<file path="src/rtl/mips_multicycle_ctrl_if.sv">
// Control bundle between the multicycle controller and the MIPS datapath.
// The master side is the controller; the slave side is the datapath/IR.
interface mips_multicycle_ctrl_if;
  logic [5:0] OpCode;
  logic [5:0] Funct;
  logic       Zero;
  logic [3:0] ALUCtr;
  logic       ALUSrcA;
  logic [1:0] ALUSrcB;
  logic       ExtOp;
  logic [1:0] PCSource;
  logic       PCWrite;
  logic       IorD;
  logic       MemRead;
  logic       MemWrite;
  logic       IRWrite;
  logic       RegDst;
  logic       MemtoReg;
  logic       RegWrite;
  logic       InstrDone;
  logic       Illegal;

  modport master (
    input  OpCode, Funct, Zero,
    output ALUCtr, ALUSrcA, ALUSrcB, ExtOp, PCSource, PCWrite, IorD, MemRead,
           MemWrite, IRWrite, RegDst, MemtoReg, RegWrite, InstrDone, Illegal
  );

  modport slave (
    output OpCode, Funct, Zero,
    input  ALUCtr, ALUSrcA, ALUSrcB, ExtOp, PCSource, PCWrite, IorD, MemRead,
           MemWrite, IRWrite, RegDst, MemtoReg, RegWrite, InstrDone, Illegal
  );
endinterface

</file>
<file path="src/rtl/mips_multicycle_ctrl.sv">
// Multicycle MIPS main control FSM with registered Moore outputs and memory wait states.
// Define MCCTRL_IMM_EN to add the addi/ori execute and writeback states.
module mips_multicycle_ctrl #(
  parameter int MEM_WAIT = 0
) (
  input  logic                   clk,
  input  logic                   reset,
  mips_multicycle_ctrl_if.master bus
);
  localparam logic [5:0] OP_RTYPE = 6'b000000;
  localparam logic [5:0] OP_LW    = 6'b100011;
  localparam logic [5:0] OP_SW    = 6'b101011;
  localparam logic [5:0] OP_BEQ   = 6'b000100;
  localparam logic [5:0] OP_J     = 6'b000010;
`ifdef MCCTRL_IMM_EN
  localparam logic [5:0] OP_ADDI  = 6'b001000;
  localparam logic [5:0] OP_ORI   = 6'b001101;
`endif
  localparam logic [3:0] ALU_ADD  = 4'b0010;
  localparam logic [3:0] ALU_SUB  = 4'b0110;
  localparam logic [3:0] ALU_AND  = 4'b0000;
  localparam logic [3:0] ALU_OR   = 4'b0001;
  localparam logic [3:0] ALU_SLT  = 4'b0111;

  typedef enum logic [3:0] {
    S_RST, S_FETCH, S_DECODE, S_MEMADR, S_MEMRD, S_MEMWB, S_MEMWR,
    S_RTYPE_EX, S_RTYPE_WB, S_BEQ, S_JUMP,
`ifdef MCCTRL_IMM_EN
    S_IMM_EX, S_IMM_WB,
`endif
    S_ILLEGAL
  } state_t;

  typedef struct packed {
    logic [3:0] alu_ctr;
    logic       src_a;
    logic [1:0] src_b;
    logic       ext_op;
    logic [1:0] pc_src;
    logic       pc_write;
    logic       iord;
    logic       mem_read;
    logic       mem_write;
    logic       ir_write;
    logic       reg_dst;
    logic       mem_to_reg;
    logic       reg_write;
    logic       instr_done;
    logic       illegal;
    logic       beq;
  } ctl_t;

  state_t     state_q, state_d;
  logic [2:0] cnt_q, cnt_d;
  ctl_t       ctl_q, ctl_d;
  logic       funct_ok;
  logic [3:0] funct_alu;

  always_comb begin
    funct_ok  = 1'b1;
    funct_alu = ALU_ADD;
    case (bus.Funct)
      6'b100000: funct_alu = ALU_ADD;
      6'b100010: funct_alu = ALU_SUB;
      6'b100100: funct_alu = ALU_AND;
      6'b100101: funct_alu = ALU_OR;
      6'b101010: funct_alu = ALU_SLT;
      default:   funct_ok  = 1'b0;
    endcase
  end

  always_comb begin
    state_d = state_q;
    cnt_d   = cnt_q;
    case (state_q)
      S_RST:    state_d = S_FETCH;
      S_FETCH:  if (cnt_q != 3'd0) cnt_d = cnt_q - 3'd1; else state_d = S_DECODE;
      S_DECODE: begin
        case (bus.OpCode)
          OP_RTYPE:     state_d = funct_ok ? S_RTYPE_EX : S_ILLEGAL;
          OP_LW, OP_SW: state_d = S_MEMADR;
          OP_BEQ:       state_d = S_BEQ;
          OP_J:         state_d = S_JUMP;
`ifdef MCCTRL_IMM_EN
          OP_ADDI, OP_ORI: state_d = S_IMM_EX;
`endif
          default:      state_d = S_ILLEGAL;
        endcase
      end
      S_MEMADR:   state_d = (bus.OpCode == OP_SW) ? S_MEMWR : S_MEMRD;
      S_MEMRD:    if (cnt_q != 3'd0) cnt_d = cnt_q - 3'd1; else state_d = S_MEMWB;
      S_MEMWR:    if (cnt_q != 3'd0) cnt_d = cnt_q - 3'd1; else state_d = S_FETCH;
      S_RTYPE_EX: state_d = S_RTYPE_WB;
`ifdef MCCTRL_IMM_EN
      S_IMM_EX:   state_d = S_IMM_WB;
      S_IMM_WB:   state_d = S_FETCH;
`endif
      S_RTYPE_WB, S_MEMWB, S_BEQ, S_JUMP, S_ILLEGAL: state_d = S_FETCH;
      default:    state_d = S_RST;
    endcase
    // Counter reloads only on entry; while counting down state_d == state_q.
    if (state_d != state_q &&
        (state_d == S_FETCH || state_d == S_MEMRD || state_d == S_MEMWR))
      cnt_d = 3'(MEM_WAIT);

    // Outputs are decoded for the next state so they come straight off flops.
    ctl_d         = '0;
    ctl_d.alu_ctr = ALU_ADD;
    ctl_d.ext_op  = 1'b1;
    case (state_d)
      S_RST: begin
        ctl_d.alu_ctr = 4'b0000;
        ctl_d.ext_op  = 1'b0;
      end
      S_FETCH: begin
        ctl_d.mem_read = 1'b1;
        ctl_d.src_b    = 2'b01;
        ctl_d.pc_write = (cnt_d == 3'd0);
        ctl_d.ir_write = (cnt_d == 3'd0);
      end
      S_DECODE: ctl_d.src_b = 2'b11;
      S_MEMADR: begin
        ctl_d.src_a = 1'b1;
        ctl_d.src_b = 2'b10;
      end
      S_MEMRD: begin
        ctl_d.mem_read = 1'b1;
        ctl_d.iord     = 1'b1;
      end
      S_MEMWB: begin
        ctl_d.reg_write  = 1'b1;
        ctl_d.mem_to_reg = 1'b1;
        ctl_d.instr_done = 1'b1;
      end
      S_MEMWR: begin
        ctl_d.mem_write  = 1'b1;
        ctl_d.iord       = 1'b1;
        ctl_d.instr_done = (cnt_d == 3'd0);
      end
      S_RTYPE_EX: begin
        ctl_d.src_a   = 1'b1;
        ctl_d.alu_ctr = funct_alu;
      end
      S_RTYPE_WB: begin
        ctl_d.reg_write  = 1'b1;
        ctl_d.reg_dst    = 1'b1;
        ctl_d.instr_done = 1'b1;
      end
      S_BEQ: begin
        ctl_d.src_a      = 1'b1;
        ctl_d.alu_ctr    = ALU_SUB;
        ctl_d.pc_src     = 2'b01;
        ctl_d.instr_done = 1'b1;
        ctl_d.beq        = 1'b1;
      end
      S_JUMP: begin
        ctl_d.pc_write   = 1'b1;
        ctl_d.pc_src     = 2'b10;
        ctl_d.instr_done = 1'b1;
      end
`ifdef MCCTRL_IMM_EN
      S_IMM_EX: begin
        ctl_d.src_a = 1'b1;
        ctl_d.src_b = 2'b10;
        if (bus.OpCode == OP_ORI) begin
          ctl_d.alu_ctr = ALU_OR;
          ctl_d.ext_op  = 1'b0;
        end
      end
      S_IMM_WB: begin
        ctl_d.reg_write  = 1'b1;
        ctl_d.instr_done = 1'b1;
      end
`endif
      S_ILLEGAL: begin
        ctl_d         = '0;
        ctl_d.illegal = 1'b1;
      end
      default: ctl_d = '0;
    endcase
  end

  always_ff @(posedge clk) begin
    if (reset) begin
      state_q <= S_RST;
      cnt_q   <= 3'd0;
      ctl_q   <= '0;
    end else begin
      state_q <= state_d;
      cnt_q   <= cnt_d;
      ctl_q   <= ctl_d;
    end
  end

  assign bus.ALUCtr    = ctl_q.alu_ctr;
  assign bus.ALUSrcA   = ctl_q.src_a;
  assign bus.ALUSrcB   = ctl_q.src_b;
  assign bus.ExtOp     = ctl_q.ext_op;
  assign bus.PCSource  = ctl_q.pc_src;
  // Only the registered BEQ flag can open the Zero path, so PCWrite cannot glitch elsewhere.
  assign bus.PCWrite   = ctl_q.pc_write | (ctl_q.beq & bus.Zero);
  assign bus.IorD      = ctl_q.iord;
  assign bus.MemRead   = ctl_q.mem_read;
  assign bus.MemWrite  = ctl_q.mem_write;
  assign bus.IRWrite   = ctl_q.ir_write;
  assign bus.RegDst    = ctl_q.reg_dst;
  assign bus.MemtoReg  = ctl_q.mem_to_reg;
  assign bus.RegWrite  = ctl_q.reg_write;
  assign bus.InstrDone = ctl_q.instr_done;
  assign bus.Illegal   = ctl_q.illegal;
endmodule

</file>
<file path="src/flat_wrapper.sv">
// flat-port wrapper written by rule: the top's interface ports become plain ports
module mips_multicycle_ctrl_flat 
#(
  parameter int MEM_WAIT = 0
)
  (clk, reset, bus_OpCode, bus_Funct, bus_Zero, bus_ALUCtr, bus_ALUSrcA, bus_ALUSrcB, bus_ExtOp, bus_PCSource, bus_PCWrite, bus_IorD, bus_MemRead, bus_MemWrite, bus_IRWrite, bus_RegDst, bus_MemtoReg, bus_RegWrite, bus_InstrDone, bus_Illegal);
  mips_multicycle_ctrl_if bus_i ();
  input  logic clk;
  input  logic reset;
  input wire logic [$bits(bus_i.OpCode)-1:0] bus_OpCode;
  input wire logic [$bits(bus_i.Funct)-1:0] bus_Funct;
  input wire logic [$bits(bus_i.Zero)-1:0] bus_Zero;
  output wire logic [$bits(bus_i.ALUCtr)-1:0] bus_ALUCtr;
  output wire logic [$bits(bus_i.ALUSrcA)-1:0] bus_ALUSrcA;
  output wire logic [$bits(bus_i.ALUSrcB)-1:0] bus_ALUSrcB;
  output wire logic [$bits(bus_i.ExtOp)-1:0] bus_ExtOp;
  output wire logic [$bits(bus_i.PCSource)-1:0] bus_PCSource;
  output wire logic [$bits(bus_i.PCWrite)-1:0] bus_PCWrite;
  output wire logic [$bits(bus_i.IorD)-1:0] bus_IorD;
  output wire logic [$bits(bus_i.MemRead)-1:0] bus_MemRead;
  output wire logic [$bits(bus_i.MemWrite)-1:0] bus_MemWrite;
  output wire logic [$bits(bus_i.IRWrite)-1:0] bus_IRWrite;
  output wire logic [$bits(bus_i.RegDst)-1:0] bus_RegDst;
  output wire logic [$bits(bus_i.MemtoReg)-1:0] bus_MemtoReg;
  output wire logic [$bits(bus_i.RegWrite)-1:0] bus_RegWrite;
  output wire logic [$bits(bus_i.InstrDone)-1:0] bus_InstrDone;
  output wire logic [$bits(bus_i.Illegal)-1:0] bus_Illegal;
  assign bus_i.OpCode = bus_OpCode;
  assign bus_i.Funct = bus_Funct;
  assign bus_i.Zero = bus_Zero;
  assign bus_ALUCtr = bus_i.ALUCtr;
  assign bus_ALUSrcA = bus_i.ALUSrcA;
  assign bus_ALUSrcB = bus_i.ALUSrcB;
  assign bus_ExtOp = bus_i.ExtOp;
  assign bus_PCSource = bus_i.PCSource;
  assign bus_PCWrite = bus_i.PCWrite;
  assign bus_IorD = bus_i.IorD;
  assign bus_MemRead = bus_i.MemRead;
  assign bus_MemWrite = bus_i.MemWrite;
  assign bus_IRWrite = bus_i.IRWrite;
  assign bus_RegDst = bus_i.RegDst;
  assign bus_MemtoReg = bus_i.MemtoReg;
  assign bus_RegWrite = bus_i.RegWrite;
  assign bus_InstrDone = bus_i.InstrDone;
  assign bus_Illegal = bus_i.Illegal;
  mips_multicycle_ctrl #(.MEM_WAIT(MEM_WAIT)) u_core (.clk(clk), .reset(reset), .bus(bus_i));
endmodule
</file>
<file path="config.mk">
export PLATFORM = sky130hd
export DESIGN_NAME = mips_multicycle_ctrl_flat
export DESIGN_NICKNAME = d
export VERILOG_FILES = /design/src/rtl/mips_multicycle_ctrl_if.sv /design/src/rtl/mips_multicycle_ctrl.sv /design/src/flat_wrapper.sv
export SDC_FILE = /design/constraint.sdc
export NUM_CORES = 1
export LEC_CHECK = 0
export ABC_AREA = 1
export CORE_AREA = 4 4 62 64
export CTS_CLUSTER_DIAMETER = 60
export DETAILED_ROUTE_END_ITERATION = 6
export DIE_AREA = 0 0 66 68
export PLACE_DENSITY = 0.71
export SLEW_MARGIN = 5
export SYNTH_ARGS = -nofsm -noshare
export SYNTH_HDL_FRONTEND = slang
export SYNTH_SLANG_ARGS = --single-unit
</file>
<file path="constraint.sdc">
create_clock -name clk -period 2.1 [get_ports clk]
set_input_delay 0.21 -clock clk [delete_from_list [all_inputs] [get_ports clk]]
set_output_delay 0.21 -clock clk [all_outputs]
set_load 0.1 [all_outputs]
</file>
**Run 1: clock wiring as the flow saved it**

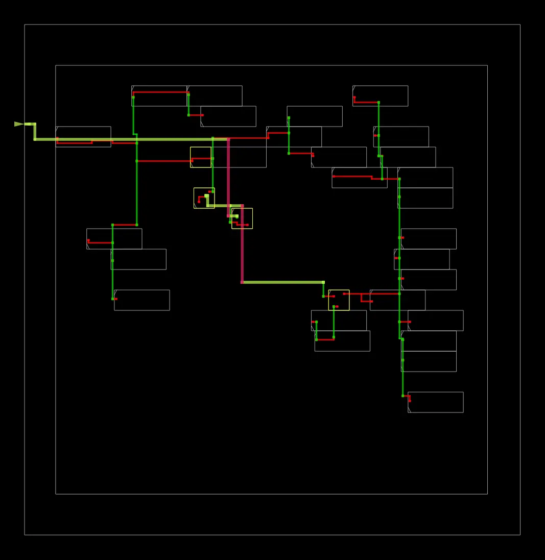
Latency at later pin: 0.32 ns
FF+latch count: 27
clock buffers: 3
Clock Sinks: 27
CTS Buf Count: 3

**Run 1: routed clock nets over the placement**

Bar = 20 um.
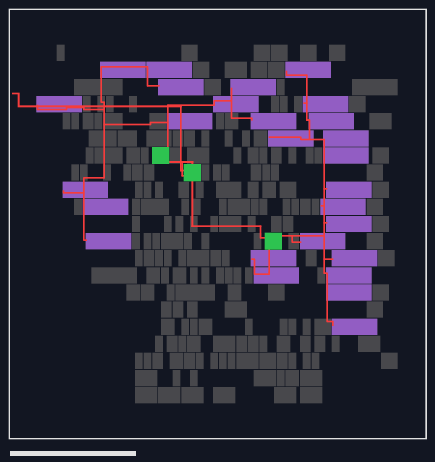
[clock wires] red | length: 252 um
[cells driving clock nets] green | count: 3
[flip-flops] purple | count: 27
routed clock nets: 4

**Run 1: metal layers overlaid**

Bar = 20 um.
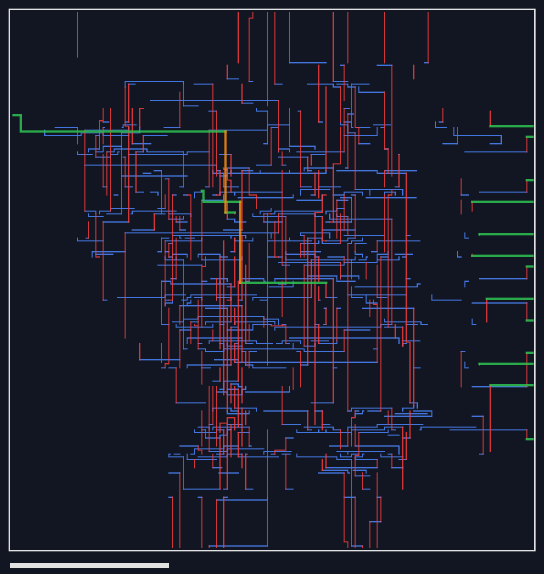
| layer | color | wire length |
|---|---|---|
| met4 | orange | 20.4 um |
| met2 | red | 1300 um |
| met1 | blue | 1190 um |
| met3 | green | 95.9 um |

**Run 1: PDN straps and rails**

Bar = 20 um. Pins as bars on the die edge.
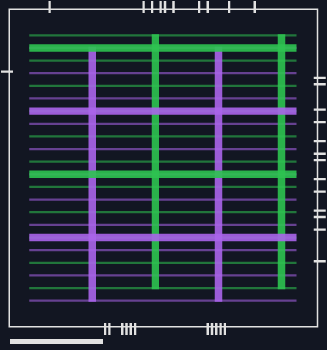
| net | color |
|---|---|
| VSS | purple |
| VDD | green |
met4 straps: 4
rows: 21
met1 rails: 22

-- run 1: power by group through the flow --
| stage | clock (uW) | sequential (uW) | combinational, uW |
|---|---|---|---|
| floorplan | 0 | 905 | 1230 |
| global placement | 0 | 691 | 1720 |
| detailed placement | 0 | 694 | 1720 |
| CTS | 227 | 682 | 1730 |
| global route | 246 | 694 | 1880 |
| finish | 220 | 681 | 1710 |
-- run 1: final cells by class --
type                            count  area (um2)
Tap cell                           46        57.6
Clock inverter                      1        7.51
Clock buffer                        3        22.5
Sequential cell                    27         541
Multi-Input combinational cell    125         694
Fill cell                         319        1530
Inverter                           33         124
Timing Repair Buffer               35         310
-- run 1: per-layer routing --
metal  global-route usage, %  vias to the layer above  wire, um
li1                        -                      660         -
met1                    16.4                      524      1190
met2                    23.2                       17      1300
met3                    3.12                        4        95
met4                    2.79                        0        20
met5                       0                        -         0
-- run 1: critical path: stages, from the launching register on --
cell and delay, ns:
dfxtp_1 0.34, inv_1 0.07, ha_1 0.20, nand2_2 0.12
nand2_1 0.09, nand3_2 0.07, nand2_2 0.08, nor2_8 0.18
inv_2 0.05, nor2_1 0.08, nand2_1 0.09, nand3_2 0.11
nand2_4 0.07, o31ai_4 0.07, nand2_2 0.09, inv_1 0.06
-- run 1: synth_stat cells, types with 3 or more instances --
cell type   n
inv_1      25
inv_2       8
nand4_1     3
nand3_2     6
o21ai_0     3
dfxtp_1    27
buf_4       8
nor3_1      4
nor2_1     29
nand2_2     9
nand2_1    31
nand3_1    11
a21oi_1    10
-- run 1: sequential cells by signal (all words and copies together), names as in the netlist --
name	flops
u_core.bus.ALUSrcA	1
u_core.bus.PCSource	2
u_core.cnt_q	3
u_core.ctl_q	2
u_core.state_q	4
u_core.bus.RegDst	1
u_core.bus.RegWrite	1
u_core.bus.MemtoReg	1
u_core.bus.MemRead	1
u_core.bus.MemWrite	1
u_core.bus.IRWrite	1
u_core.bus.InstrDone	1
u_core.bus.ALUCtr	3
u_core.bus.IorD	1
u_core.bus.ExtOp	1
u_core.bus.ALUSrcB	2
u_core.bus.Illegal	1
-- run 1: logic make-up (layout without fill, tap and decap cells) --
kind of cell    count (synthesis)  in the layout  synth area share, %
fa+ha+maj                       2              2                 1.75
compound gates                 20             20                 9.39
simple gates                  100            100                 36.1
flops                          27             27                 37.9
xor+xnor                        2              2                 1.23
buf+inv                        43             72                 13.4
other cells                     1              1                0.263
-- run 1: path summary, 6_finish.rpt --
path	endpoint	slack (ns)	depth (start not counted)
max reg2reg	u_core.bus.IRWrite	0.27	15
min	u_core.bus.ExtOp	0.60	1
min reg2reg	u_core.bus.ExtOp	0.60	1
max	u_core.bus.IRWrite	0.27	15
-- run 1: through the flow --
| step | total power [uW] | instance area [um2] | std cells | hold WS, ns |
|---|---|---|---|---|
| after floorplan | 2140 | 1430 | 195 | 0.375 |
| after global placement | 2410 | 1730 | 266 | 0.555 |
| after detailed placement | 2420 | 1730 | 266 | 0.570 |
| after CTS | 2640 | 1760 | 270 | 0.588 |
| after global routing | 2820 | 1760 | 270 | 0.611 |
| final | 2610 | 1760 | 270 | 0.596 |
==> deck_impl_summary.md, run 1 <==
Physical Implementation Snapshot

Outcome
  – Status: complete, no violations

Clock network
  – CTS tree: done
  – Post-CTS Setup Inserts: 0

Placement
  – Gpl congestion: 0.810

Floorplan
  – Cell row count: 21
  – Die X: 66 um

STA
  – # setup viols final: 0
  – Max Slew Vio Count: 0
  – Post-Route Setup TNS: 0 ns
  – Cycle use final: 87.3%

Global route
  – Vias in the first global route: 1114

Detailed routing
  – 1st-iter DRT viols: 48
  – DR WL/cell: 9.62 um
  – DR vias: 1205

Min path
  – HP Class: register to register
  – Worst Hold Launch: u_core.state_q[3]

Pwr
  – Comb pwr share: 65.5%
  – Clk pwr share: 8.4%

Critical path
  – Crit Path Category: register to register
  – Worst path arrival time: 2.11 ns
  – CP Launch Type: register

Logic synthesis
  – Synth Area per Inst: 7.31 um2
**Run 1: placed cells, one color a class**

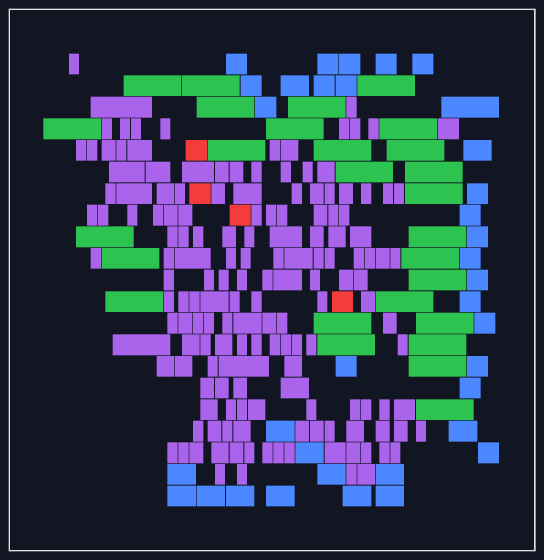

--- run 2 (diff from run 1) ---
--- a/config.mk
+++ b/config.mk
@@ -10,7 +10,7 @@
 export CTS_CLUSTER_DIAMETER = 60
 export DETAILED_ROUTE_END_ITERATION = 6
 export DIE_AREA = 0 0 66 68
-export PLACE_DENSITY = 0.71
+export PLACE_DENSITY = 0.83
 export SLEW_MARGIN = 5
 export SYNTH_ARGS = -nofsm -noshare
 export SYNTH_HDL_FRONTEND = slang
**Run 2: placed cells, one color a class**

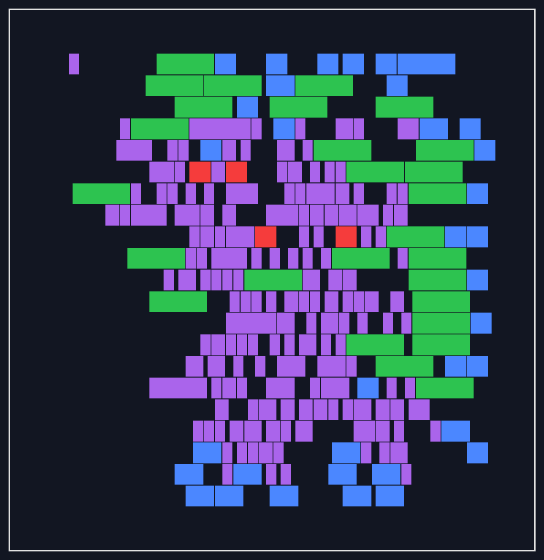
| class | color | cells | share of their area |
|---|---|---|---|
| clock drivers and dummy loads | red | 4 | 1.8% |
| other buffers and delay cells | blue | 35 | 18% |
| flip-flops | green | 27 | 32% |
| all other logic | purple | 158 | 48% |

==> run 2 against run 1 <==
Synthesized area is the same; cell count unchanged; clock skew down 0.0050 ns; combinational power about the same; power is 0.26% higher; non-clock buffer count is the same; via count grew 2.4%; sequential share of layout area unchanged.
==> deck_impl_summary.md, run 2 <==
Physical Implementation Snapshot

Placement
  – Placed Cells: 266 (unchanged)

Detailed routing
  – 1st-iter DRT viols: 58 (+21%)
  – DR vias: 1234 (+2.4%)
  – DR WL/cell: 10.2 um (+6.2%)

Clock network
  – CTS Buf Count: 3 (unchanged)
  – Clock Sinks: 27 (unchanged)

Finish
  – Non-filler cells, final: 270 (unchanged)
  – Fill count: 319 (unchanged)
  – Largest register by flop count: u_core.state_q

Logic synthesis
  – Commonest cells in the netlist: nand2_1, nor2_1, dfxtp_1
  – Synth Area in Adders: 1.75% (unchanged)
  – Comb area leader: simple AND/OR/NAND/NOR gates
  – Synth Area in Compound Gates: 9.39% (unchanged)
  – Yosys xor share: 1.23% (unchanged)
  – MUX area fraction: 0% (unchanged)

Global route
  – Vias in the first global route: 1146 (+2.9%)
  – GR Util met2: 25.4% (+2.3 points)
  – GR peak layer: met2
  – Met3 Track Usage GR: 4.43% (+1.3 points)

STA
  – Cycle use final: 89.3% (+1.9 points)
  – Post-Route Setup TNS: 0 ns (unchanged)
  – # setup viols final: 0 (unchanged)

Min path
  – HP Class: input pin to register

Floorplan
  – Cell row count: 21 (unchanged)

Critical path
  – Crit-path cells: inv_1, ha_1, nand2_2, nand2_1, nand3_2, nand2_2, nor2_8, inv_2, nor2_1, nand2_1, nand3_2, nand2_4, o31ai_4, nand2_1, nand2_1
  – CP most frequent cell: nand2_1
  – Crit Path Category: register to register

Outcome
  – Status: complete, no violations
run 2: final timing paths:
path,endpoint,cells after the start,slack (ns),start
hold / removal,u_core.state_q[1],4,0.57,reset
setup reg to reg,u_core.bus.InstrDone,15,0.23,u_core.cnt_q[0]
setup / recovery,u_core.bus.InstrDone,15,0.23,u_core.cnt_q[0]
hold reg to reg,u_core.bus.ExtOp,1,0.59,u_core.state_q[3]
run 2: per-stage QoR:
stage	hold slack, ns	total power, uW	instance area (um2)	worst slack [ns]	util, %
2_1_floorplan	0.375	2140	1430	0.470	-
5_1_grt	0.590	2820	1760	0.0510	53.5
3_3_place_gp	0.538	2390	1730	0.144	52.6
6_report	0.574	2620	1760	0.225	53.5
3_5_place_dp	0.556	2420	1730	0.0977	52.6
4_1_cts	0.561	2640	1760	0.205	53.5
run 2: report_power, final:
part	total (uW)	internal [uW]	switching [uW]
logic	1710	508	1210
clock network	224	72.8	151
registers	682	623	59.0
run 2: logic make-up after synthesis:
family / Yosys count
AND-OR/OR-AND: 20
XOR/XNOR: 2
adder cells (fa/ha/maj): 2
buffers and inverters: 43
flip-flops: 27
other: 1
AND/OR/NAND/NOR: 100
run 2: cell type report:
cell class | instances | area [um2] | share of cell area, %
Clock buffer | 3 | 22.5 | 1.28
Clock inverter | 1 | 7.51 | 0.427
Inverter | 33 | 124 | 7.05
Multi-Input combinational cell | 125 | 694 | 39.5
Sequential cell | 27 | 541 | 30.8
Tap cell | 46 | 57.6 | 3.28
Timing Repair Buffer | 35 | 310 | 17.7
run 2: layer usage:
| metal | vias to the layer above | wire (um) |
|---|---|---|
| met5 | - | 0 |
| met4 | 0 | 57 |
| met3 | 8 | 146 |
| met2 | 23 | 1410 |
| met1 | 542 | 1140 |
| li1 | 661 | - |
run 2: critical path: cells and delay by family (launching register included):
| family | cells | cell delay (ns) |
|---|---|---|
| AND/OR/NAND/NOR | 11 | 1.08 |
| AND-OR/OR-AND | 1 | 0.07 |
| buffers and inverters | 2 | 0.12 |
| flip-flops | 1 | 0.34 |
| adder cells (fa/ha/maj) | 1 | 0.22 |
No activity file was given, so power comes from the tool's default toggle rates.
